==> images/placed.png <==
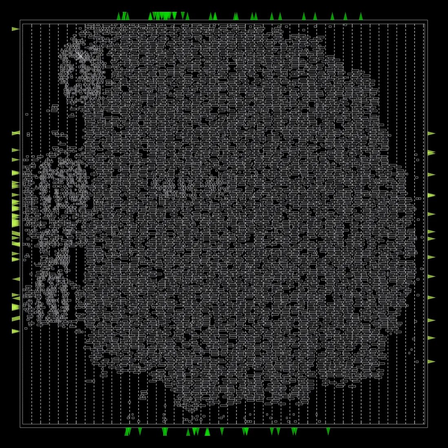
==> images/class_map.png <==
The bar under the picture is 200 um long. Fill, decap, tap and diode cells in gray.
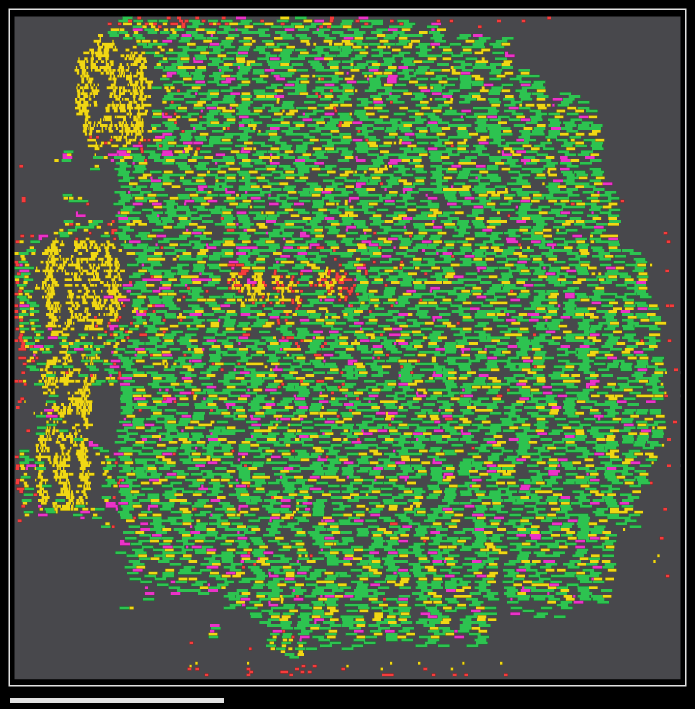
==> images/layers.png <==
The bar under the picture is 200 um long.
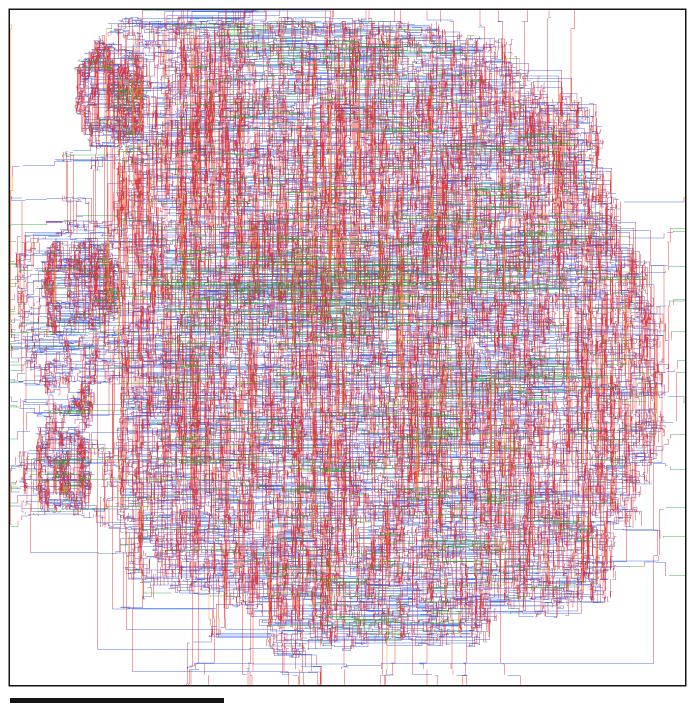
==> images/m4.png <==
The bar under the picture is 200 um long.
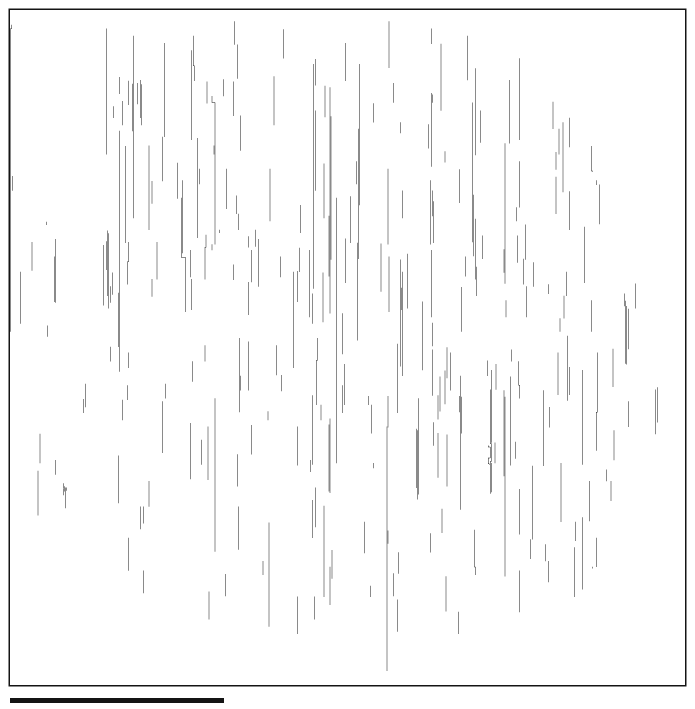
### src/rtl/exp_shifter_gen2_if.sv
// Sample stream bundle: {I,Q} payload, sideband tuser, tlast, ready/valid handshake.
interface exp_shifter_gen2_if #(
   parameter int DATA_W  = 16,
   parameter int TUSER_W = 24
);
   logic                tvalid;
   logic [2*DATA_W-1:0] tdata;
   logic [TUSER_W-1:0]  tuser;
   logic                tlast;
   logic                tready;

   modport master (output tvalid, tdata, tuser, tlast, input tready);
   modport slave  (input tvalid, tdata, tuser, tlast, output tready);
endinterface

### src/rtl/exp_shifter_gen2.sv
// Block-floating-point exponent normaliser: per-block shift from an averaged exponent,
// saturating shift of each I/Q component, first-word-fall-through output FIFO.
module exp_shifter_gen2_lane #(
   parameter int DATA_W = 16,
   parameter int SH_W   = 4,
   parameter int WW     = 24
) (
   input  logic [DATA_W-1:0]      din,
   input  logic signed [SH_W-1:0] sh,
   output logic [DATA_W-1:0]      dout,
   output logic                   sat
);
   localparam logic signed [WW-1:0] POS_MAX = {{(WW-DATA_W+1){1'b0}}, {(DATA_W-1){1'b1}}};
   localparam logic signed [WW-1:0] NEG_MIN = {{(WW-DATA_W+1){1'b1}}, {(DATA_W-1){1'b0}}};

   logic [SH_W-1:0]      mag;
   logic signed [WW-1:0] xw, rnd, r;

   always_comb begin
      mag  = sh[SH_W-1] ? $unsigned(-sh) : $unsigned(sh);
      xw   = {{(WW-DATA_W){din[DATA_W-1]}}, din};
      rnd  = '0;
      if (sh[SH_W-1]) begin
         // round half up: add half an LSB of the result before the arithmetic shift
         rnd = WW'(1) <<< (mag - SH_W'(1));
         r   = (xw + rnd) >>> mag;
      end else begin
         r   = xw <<< mag;
      end
      sat  = 1'b0;
      dout = r[DATA_W-1:0];
      if (r > POS_MAX) begin
         dout = POS_MAX[DATA_W-1:0];
         sat  = 1'b1;
      end else if (r < NEG_MIN) begin
         dout = NEG_MIN[DATA_W-1:0];
         sat  = 1'b1;
      end
   end
endmodule

module exp_shifter_gen2 #(
   parameter int DATA_W      = 16,
   parameter int TUSER_W     = 24,
   parameter int BIN_W       = 11,
   parameter int EXP_LSB     = 16,
   parameter int EXP_W       = 5,
   parameter int HEAD_ROOM   = 2,
   parameter int MAX_SHIFT   = 7,
   parameter int FIFO_ADDR_W = 6,
   parameter int AF_THRESH   = 16
) (
   input  logic                     clk,
   input  logic                     sync_reset,
   exp_shifter_gen2_if.slave        s_axis,
   input  logic [3:0]               avg_shift,
   input  logic                     bypass,
   input  logic                     sat_clear,
   output logic                     sat_flag,
   output logic                     eob_tag,
   exp_shifter_gen2_if.master       m_axis
);
   localparam int NUM_LANES = 2;
   localparam int STAGES    = 3;
   localparam int SH_W      = $clog2(MAX_SHIFT+1) + 1;
   localparam int WW        = DATA_W + MAX_SHIFT + 1;
   localparam int AVG_W     = EXP_W + 8;
   localparam int SR_W      = EXP_W + 3;
   localparam int DEPTH     = 1 << FIFO_ADDR_W;
   localparam int FC_W      = FIFO_ADDR_W + 2;

   typedef struct packed {
      logic [2*DATA_W-1:0] data;
      logic [TUSER_W-1:0]  user;
      logic                last;
   } beat_t;
   typedef struct packed {
      beat_t            b;
      logic             start;
      logic [EXP_W-1:0] e;
      logic [3:0]       ash;
      logic             byp;
   } st1_t;
   typedef struct packed {
      beat_t                 b;
      logic signed [SH_W-1:0] sh;
   } st2_t;

   logic [STAGES:1]        vld_pipe_q, vld_pipe_d;
   st1_t                   st1_q, st1_d;
   st2_t                   st2_q, st2_d;
   beat_t                  st3_q, st3_d;
   logic [AVG_W-1:0]       avg_q, avg_d;
   logic                   first_q, first_d;
   logic signed [SH_W-1:0] blk_s_q, blk_s_d;
   logic                   sat_flag_q, sat_flag_d;
   logic [FIFO_ADDR_W-1:0] wr_ptr_q, wr_ptr_d, rd_ptr_q, rd_ptr_d;
   logic [FIFO_ADDR_W:0]   cnt_q, cnt_d;
   beat_t                  mem_q [DEPTH];

   logic                   ready, take, blk_start, wr_en, rd_en, out_vld;
   logic [FC_W-1:0]        in_flight, free_ent;
   logic [EXP_W-1:0]       avg_floor;
   logic signed [SR_W-1:0] s_raw;
   logic signed [SH_W-1:0] s_new, sh2;
   logic [3:0]             ash_c;
   logic signed [AVG_W+1:0] diff, delta, sum;
   logic [1:0]             unused_sum_hi;
   beat_t                  head;

   logic [NUM_LANES-1:0][DATA_W-1:0] lane_in, lane_out;
   logic [NUM_LANES-1:0]             lane_sat;

   // admission counts samples still in the pipeline so the FIFO can never overflow
   always_comb begin
      in_flight = '0;
      for (int i = 1; i <= STAGES; i++) in_flight = in_flight + FC_W'(vld_pipe_q[i]);
      free_ent  = FC_W'(DEPTH) - FC_W'(cnt_q) - in_flight;
      ready     = free_ent > FC_W'(AF_THRESH);
      take      = s_axis.tvalid & ready;
      vld_pipe_d = {vld_pipe_q[STAGES-1:1], take};
   end
   assign s_axis.tready = ready;

   always_comb begin
      st1_d = st1_q;
      if (take) begin
         st1_d.b.data = s_axis.tdata;
         st1_d.b.user = s_axis.tuser;
         st1_d.b.last = s_axis.tlast;
         st1_d.start  = (s_axis.tuser[BIN_W-1:0] == '0);
         st1_d.e      = s_axis.tuser[EXP_LSB +: EXP_W];
         st1_d.ash    = avg_shift;
         st1_d.byp    = bypass;
      end
   end

   // the very first block sees the averager already loaded with its own exponent
   always_comb begin
      blk_start = vld_pipe_q[1] & st1_q.start;
      avg_floor = first_q ? st1_q.e : avg_q[AVG_W-1:8];
      s_raw     = $signed({3'b000, st1_q.e}) - $signed({3'b000, avg_floor}) - SR_W'(HEAD_ROOM);
      if (s_raw > SR_W'(MAX_SHIFT))       s_new = SH_W'(MAX_SHIFT);
      else if (s_raw < -SR_W'(MAX_SHIFT)) s_new = -SH_W'(MAX_SHIFT);
      else                                s_new = s_raw[SH_W-1:0];
      if (st1_q.byp) s_new = '0;
      sh2     = blk_start ? s_new : blk_s_q;
      blk_s_d = sh2;

      ash_c = (st1_q.ash > 4'd8) ? 4'd8 : st1_q.ash;
      diff  = $signed({2'b00, st1_q.e, 8'h00}) - $signed({2'b00, avg_q});
      delta = diff >>> ash_c;
      sum   = $signed({2'b00, avg_q}) + delta;
      unused_sum_hi = sum[AVG_W+1:AVG_W];
      avg_d   = avg_q;
      first_d = first_q;
      if (blk_start) begin
         avg_d   = first_q ? {st1_q.e, 8'h00} : sum[AVG_W-1:0];
         first_d = 1'b0;
      end

      st2_d = st2_q;
      if (vld_pipe_q[1]) begin
         st2_d.b  = st1_q.b;
         st2_d.sh = sh2;
      end
   end

   assign lane_in = st2_q.b.data;
   for (genvar g = 0; g < NUM_LANES; g++) begin : g_lane
      exp_shifter_gen2_lane #(.DATA_W(DATA_W), .SH_W(SH_W), .WW(WW)) u_lane (
         .din  (lane_in[g]),
         .sh   (st2_q.sh),
         .dout (lane_out[g]),
         .sat  (lane_sat[g])
      );
   end

   always_comb begin
      st3_d      = st3_q;
      sat_flag_d = sat_flag_q;
      if (vld_pipe_q[2]) begin
         st3_d      = st2_q.b;
         st3_d.data = lane_out;
      end
      if (sat_clear) sat_flag_d = 1'b0;
      if (vld_pipe_q[2] && |lane_sat) sat_flag_d = 1'b1;
   end

   always_comb begin
      out_vld  = (cnt_q != '0);
      wr_en    = vld_pipe_q[STAGES];
      rd_en    = out_vld & m_axis.tready;
      wr_ptr_d = wr_ptr_q + FIFO_ADDR_W'(wr_en);
      rd_ptr_d = rd_ptr_q + FIFO_ADDR_W'(rd_en);
      cnt_d    = cnt_q + (FIFO_ADDR_W+1)'(wr_en) - (FIFO_ADDR_W+1)'(rd_en);
      head     = out_vld ? mem_q[rd_ptr_q] : '0;
   end

   assign m_axis.tvalid = out_vld;
   assign m_axis.tdata  = head.data;
   assign m_axis.tuser  = head.user;
   assign m_axis.tlast  = head.last;
   assign eob_tag       = head.user[TUSER_W-1];
   assign sat_flag      = sat_flag_q;

   always_ff @(posedge clk) begin
      if (wr_en) mem_q[wr_ptr_q] <= st3_q;
   end

   always_ff @(posedge clk or posedge sync_reset) begin
      if (sync_reset) begin
         vld_pipe_q <= '0;
         st1_q      <= '0;
         st2_q      <= '0;
         st3_q      <= '0;
         avg_q      <= '0;
         first_q    <= 1'b1;
         blk_s_q    <= '0;
         sat_flag_q <= 1'b0;
         wr_ptr_q   <= '0;
         rd_ptr_q   <= '0;
         cnt_q      <= '0;
      end else begin
         vld_pipe_q <= vld_pipe_d;
         st1_q      <= st1_d;
         st2_q      <= st2_d;
         st3_q      <= st3_d;
         avg_q      <= avg_d;
         first_q    <= first_d;
         blk_s_q    <= blk_s_d;
         sat_flag_q <= sat_flag_d;
         wr_ptr_q   <= wr_ptr_d;
         rd_ptr_q   <= rd_ptr_d;
         cnt_q      <= cnt_d;
      end
   end
endmodule

### src/flat_wrapper.sv
// flat-port wrapper written by rule: the top's interface ports become plain ports
module exp_shifter_gen2_flat 
#(
   parameter int DATA_W      = 16,
   parameter int TUSER_W     = 24,
   parameter int BIN_W       = 11,
   parameter int EXP_LSB     = 16,
   parameter int EXP_W       = 5,
   parameter int HEAD_ROOM   = 2,
   parameter int MAX_SHIFT   = 7,
   parameter int FIFO_ADDR_W = 6,
   parameter int AF_THRESH   = 16
)
  (clk, sync_reset, avg_shift, bypass, sat_clear, sat_flag, eob_tag, s_axis_tvalid, s_axis_tdata, s_axis_tuser, s_axis_tlast, s_axis_tready, m_axis_tvalid, m_axis_tdata, m_axis_tuser, m_axis_tlast, m_axis_tready);
  exp_shifter_gen2_if #(.DATA_W(DATA_W), .TUSER_W(TUSER_W)) s_axis_i ();
  exp_shifter_gen2_if #(.DATA_W(DATA_W), .TUSER_W(TUSER_W)) m_axis_i ();
  input  logic clk;
  input  logic sync_reset;
  input  logic [3:0] avg_shift;
  input  logic bypass;
  input  logic sat_clear;
  output logic sat_flag;
  output logic eob_tag;
  input wire logic [$bits(s_axis_i.tvalid)-1:0] s_axis_tvalid;
  input wire logic [$bits(s_axis_i.tdata)-1:0] s_axis_tdata;
  input wire logic [$bits(s_axis_i.tuser)-1:0] s_axis_tuser;
  input wire logic [$bits(s_axis_i.tlast)-1:0] s_axis_tlast;
  output wire logic [$bits(s_axis_i.tready)-1:0] s_axis_tready;
  output wire logic [$bits(m_axis_i.tvalid)-1:0] m_axis_tvalid;
  output wire logic [$bits(m_axis_i.tdata)-1:0] m_axis_tdata;
  output wire logic [$bits(m_axis_i.tuser)-1:0] m_axis_tuser;
  output wire logic [$bits(m_axis_i.tlast)-1:0] m_axis_tlast;
  input wire logic [$bits(m_axis_i.tready)-1:0] m_axis_tready;
  assign s_axis_i.tvalid = s_axis_tvalid;
  assign s_axis_i.tdata = s_axis_tdata;
  assign s_axis_i.tuser = s_axis_tuser;
  assign s_axis_i.tlast = s_axis_tlast;
  assign s_axis_tready = s_axis_i.tready;
  assign m_axis_tvalid = m_axis_i.tvalid;
  assign m_axis_tdata = m_axis_i.tdata;
  assign m_axis_tuser = m_axis_i.tuser;
  assign m_axis_tlast = m_axis_i.tlast;
  assign m_axis_i.tready = m_axis_tready;
  exp_shifter_gen2 #(.DATA_W(DATA_W), .TUSER_W(TUSER_W), .BIN_W(BIN_W), .EXP_LSB(EXP_LSB), .EXP_W(EXP_W), .HEAD_ROOM(HEAD_ROOM), .MAX_SHIFT(MAX_SHIFT), .FIFO_ADDR_W(FIFO_ADDR_W), .AF_THRESH(AF_THRESH)) u_core (.clk(clk), .sync_reset(sync_reset), .s_axis(s_axis_i), .avg_shift(avg_shift), .bypass(bypass), .sat_clear(sat_clear), .sat_flag(sat_flag), .eob_tag(eob_tag), .m_axis(m_axis_i));
endmodule
### config.mk
export PLATFORM = sky130hd
export DESIGN_NAME = exp_shifter_gen2_flat
export DESIGN_NICKNAME = d
export VERILOG_FILES = /design/src/rtl/exp_shifter_gen2_if.sv /design/src/rtl/exp_shifter_gen2.sv /design/src/flat_wrapper.sv
export SDC_FILE = /design/constraint.sdc
export NUM_CORES = 2
export LEC_CHECK = 0
export CORE_MARGIN = 4
export CORE_UTILIZATION = 40
export CTS_CLUSTER_DIAMETER = 60
export CTS_CLUSTER_SIZE = 12
export DETAILED_ROUTE_END_ITERATION = 6
export PLACE_DENSITY = 0.56
export REMOVE_ABC_BUFFERS = 1
export SYNTH_ARGS = -nofsm -noshare
export SYNTH_HDL_FRONTEND = slang
export SYNTH_HIERARCHICAL = 1
export SYNTH_SLANG_ARGS = --single-unit
### constraint.sdc
create_clock -name clk -period 18.75 [get_ports clk]
set_input_delay 4.6875 -clock clk [delete_from_list [all_inputs] [get_ports clk]]
set_output_delay 4.6875 -clock clk [all_outputs]
set_load 0.02 [all_outputs]
==> results.cfg <==
; implementation run metrics
[global_routing]
gr-total-overflow = 0
grt_max_degree = 155
grt_use_met2 = 0.3607
grtUsageTotal = 0.2239
grt_pass1_wl_um = 632200
top_usage_layer = met2
antenna_found_initial = 26
met3_usage = 0.03389
grt_pass1_vias = 79250

[yosys]
netlist_instances = 7203
synthAoiAreaFrac = 0.02557
yosysWarnings = 6
synthMuxAreaShare = 0.1907
yosysSeqAreaShare = 0.7396
common_cells = edfxtp_1 (3,648), mux4_2 (1,165), clkbuf_1 (221), dfrtp_1 (221), nor2_1 (211)
ys_types = 90
ys_sh_adder = 0.008297
ys_sh_simple = 0.01897
top_cell_area_share = 0.7039
synth_area_mm2 = 0.1556
async_reset_ff_frac = 0.05736
avgSynthCellArea_um2 = 21.61
synth_chip_area_mm2 = 0.1556
synthXorXnorAreaFrac = 0.004277
top_cells_by_area = edfxtp_1 (70%), mux4_2 (17%), dfrtp_1 (3.6%), mux2_2 (1.4%), mux2i_1 (0.80%)
netlist_logic_family_top = multiplexers
yosysCellCount = 7203
synth_top_cell_by_count = edfxtp_1
ys.flop_type = edfxtp_1

[final_timing]
hold_viol = 0
finalCriticalPeriod_ns = 11.55
whs_ns = 0.4751
fin_crit_sh = 0.6159
slew_headroom = 0.07002
fmax_ghz = 0.08659
rsz0062_at_grt = false
slew_viol_final = 0
setup_violations = 0
final.setup_skew_ns = 0.05730
tightestPinTransition_ns = 1.380

[cells_and_area]
num-multi-input-gates = 2869
final_util = 0.4550
nNonClkBuffers = 375
num-nonclk-inverters = 61
lay_top_count = edfxtp_1
comb_area_frac = 0.2225
clk_share = 0.06571
fillers = 32060
nets = 7730
syn_to_final_growth_pct = 13.01
drive_gt1_frac = 0.2838
nClkBuffers = 536
comb_area_mm2 = 0.03913
seq_area_mm2 = 0.1152
design_area_mm2 = 0.1759
layout_top_cells = edfxtp_1 (3,648), mux4_2 (1,165), clkbuf_16 (394), buf_4 (234), dfrtp_1 (195)
buf_share = 0.01881
seq_cell_count = 3870
diodes = 5

[critical_path]
timing.rr.end = u_core/st3_q[44]$_DFFE_PP0P_
endpoint = m_axis_tdata[17]
r2r_start = u_core/st2_q[0]$_DFFE_PP0P_
endpoint_kind = output pin
reg2reg_setup_slack_ns = 11.13
critPathKind = flip-flop to output pin
startpoint = u_core/rd_ptr_q[0]$_DFF_PP0_
cp.arrival_ns = 6.86
slowest_stage = dfrtp_4
crit_cells = 8
cp_top_family = buffers and inverters
worstPathRequired_ns = 14.06
slowest_delay_ns = 0.98
critPathMaxFanout = 45
path_cells = buf_4, buf_4, buf_4, mux4_2, mux4_2, mux4_2, and2_1, clkdlybuf4s50_1
path_buffers = 4
startpoint_type = flip-flop

[clock_tree]
cts_setup_buffers = 0
worstSkewPairLatency_ns = 0.96
cts_max_level = 5
cts_buffer_depth = 4
cts_tree = done
cts.sinks = 3870
cts_root_buf = clkbuf_16
cts-resized-gates = 0
clk_pin_slew_worst_paths_ns = 0.06
numCtsBuffers = 387

[detailed_routing]
drcViolationCount = 2
top_layer = met5
finalWirelength_um = 452000
drt_pass1_iterations = 7
drt-initial-drc-count = 10990
met2WireLength_um = 217800
met3_length_um = 35160
via_per_inst = 6.045
drt-met1-wl_um = 186500
wl_per_cell_um = 34.84
num_vias = 78430
ant_nets = 0

[power]
power_density_mw_per_mm2 = 175.8
p_total_mw = 30.93
p_leak_nw = 55.23

[min_path]
hold-path-endpoint = u_core/blk_s_q[0]$_DFF_PP0_
min-delay-start = u_core/blk_s_q[0]$_DFF_PP0_
min_path_type = flip-flop to flip-flop
min_path_cells = 2

[run]
tool_warnings = 51
cap_viol_max_count = 0

[die]
die_y_um = 631.8
n_tap_cell = 5175
chipArea_mm2 = 0.3991
io_pins = 128
die-width_um = 631.8
core_region_area_mm2 = 0.3865
fp_util = 0.4026

[placed_design]
place_hpwl_um = 237600
io_buffers = 127
dp.cells = 12350
routabilityCongestion = 0.8208
place_area_mm2 = 0.1643

[status]
status = finished with violations
violations = DRC
-- placed.png (at the start) --
sequential share of cell area: 0.6548
Non-Filler Instances: 12.97k
Site Rows: 228

-- class_map.png (at the start) --
- yellow: remaining logic cells (cells 2,930)
- green: registers (cells 3,870)
- magenta: clock drivers and dummy loads (cells 618)
- red: remaining buffers and delay cells (cells 375)

-- layers.png (at the start) --
- green: M3 (wire length 35.2 mm)
- blue: M1 (wire length 187 mm)
- red: M2 (wire length 218 mm)
- purple: M5 (wire length 41.4 um)
- orange: M4 (wire length 12,500 um)

-- m4.png (at the start) --
- share of all routed wire: 2.8%
- main direction: vertical
- longest straight run: 283 um
- wire length on this layer: 12,500 um
- nets with wire on the layer: 123

[through the flow]
step / worst slack (ns) / TNS, ns
6_report: 7.201 / 0
3_5_place_dp: 7.912 / 0
3_3_place_gp: 7.928 / 0
4_1_cts: 6.881 / 0
2_1_floorplan: -23.35 / -1421.61
5_1_grt: 6.562 / 0
[report_power, final]
group	switching [mW]	internal, mW	leakage (nW)
Clock	3.24	4.07	5.59
Combinational	6.78	4.83	14.4
Sequential	0.776	11.2	35.3
[state kept, by name (all words and copies together) (netlist names), 7 cells and up]
signal / cells
u_core/mem_q: 3648
u_core/cnt_q: 7
u_core/st3_q: 57
u_core/st2_q: 29
u_core/st1_q: 63
u_core/lane_in: 32
u_core/avg_q: 13
Power and IR drop assume default switching activity.
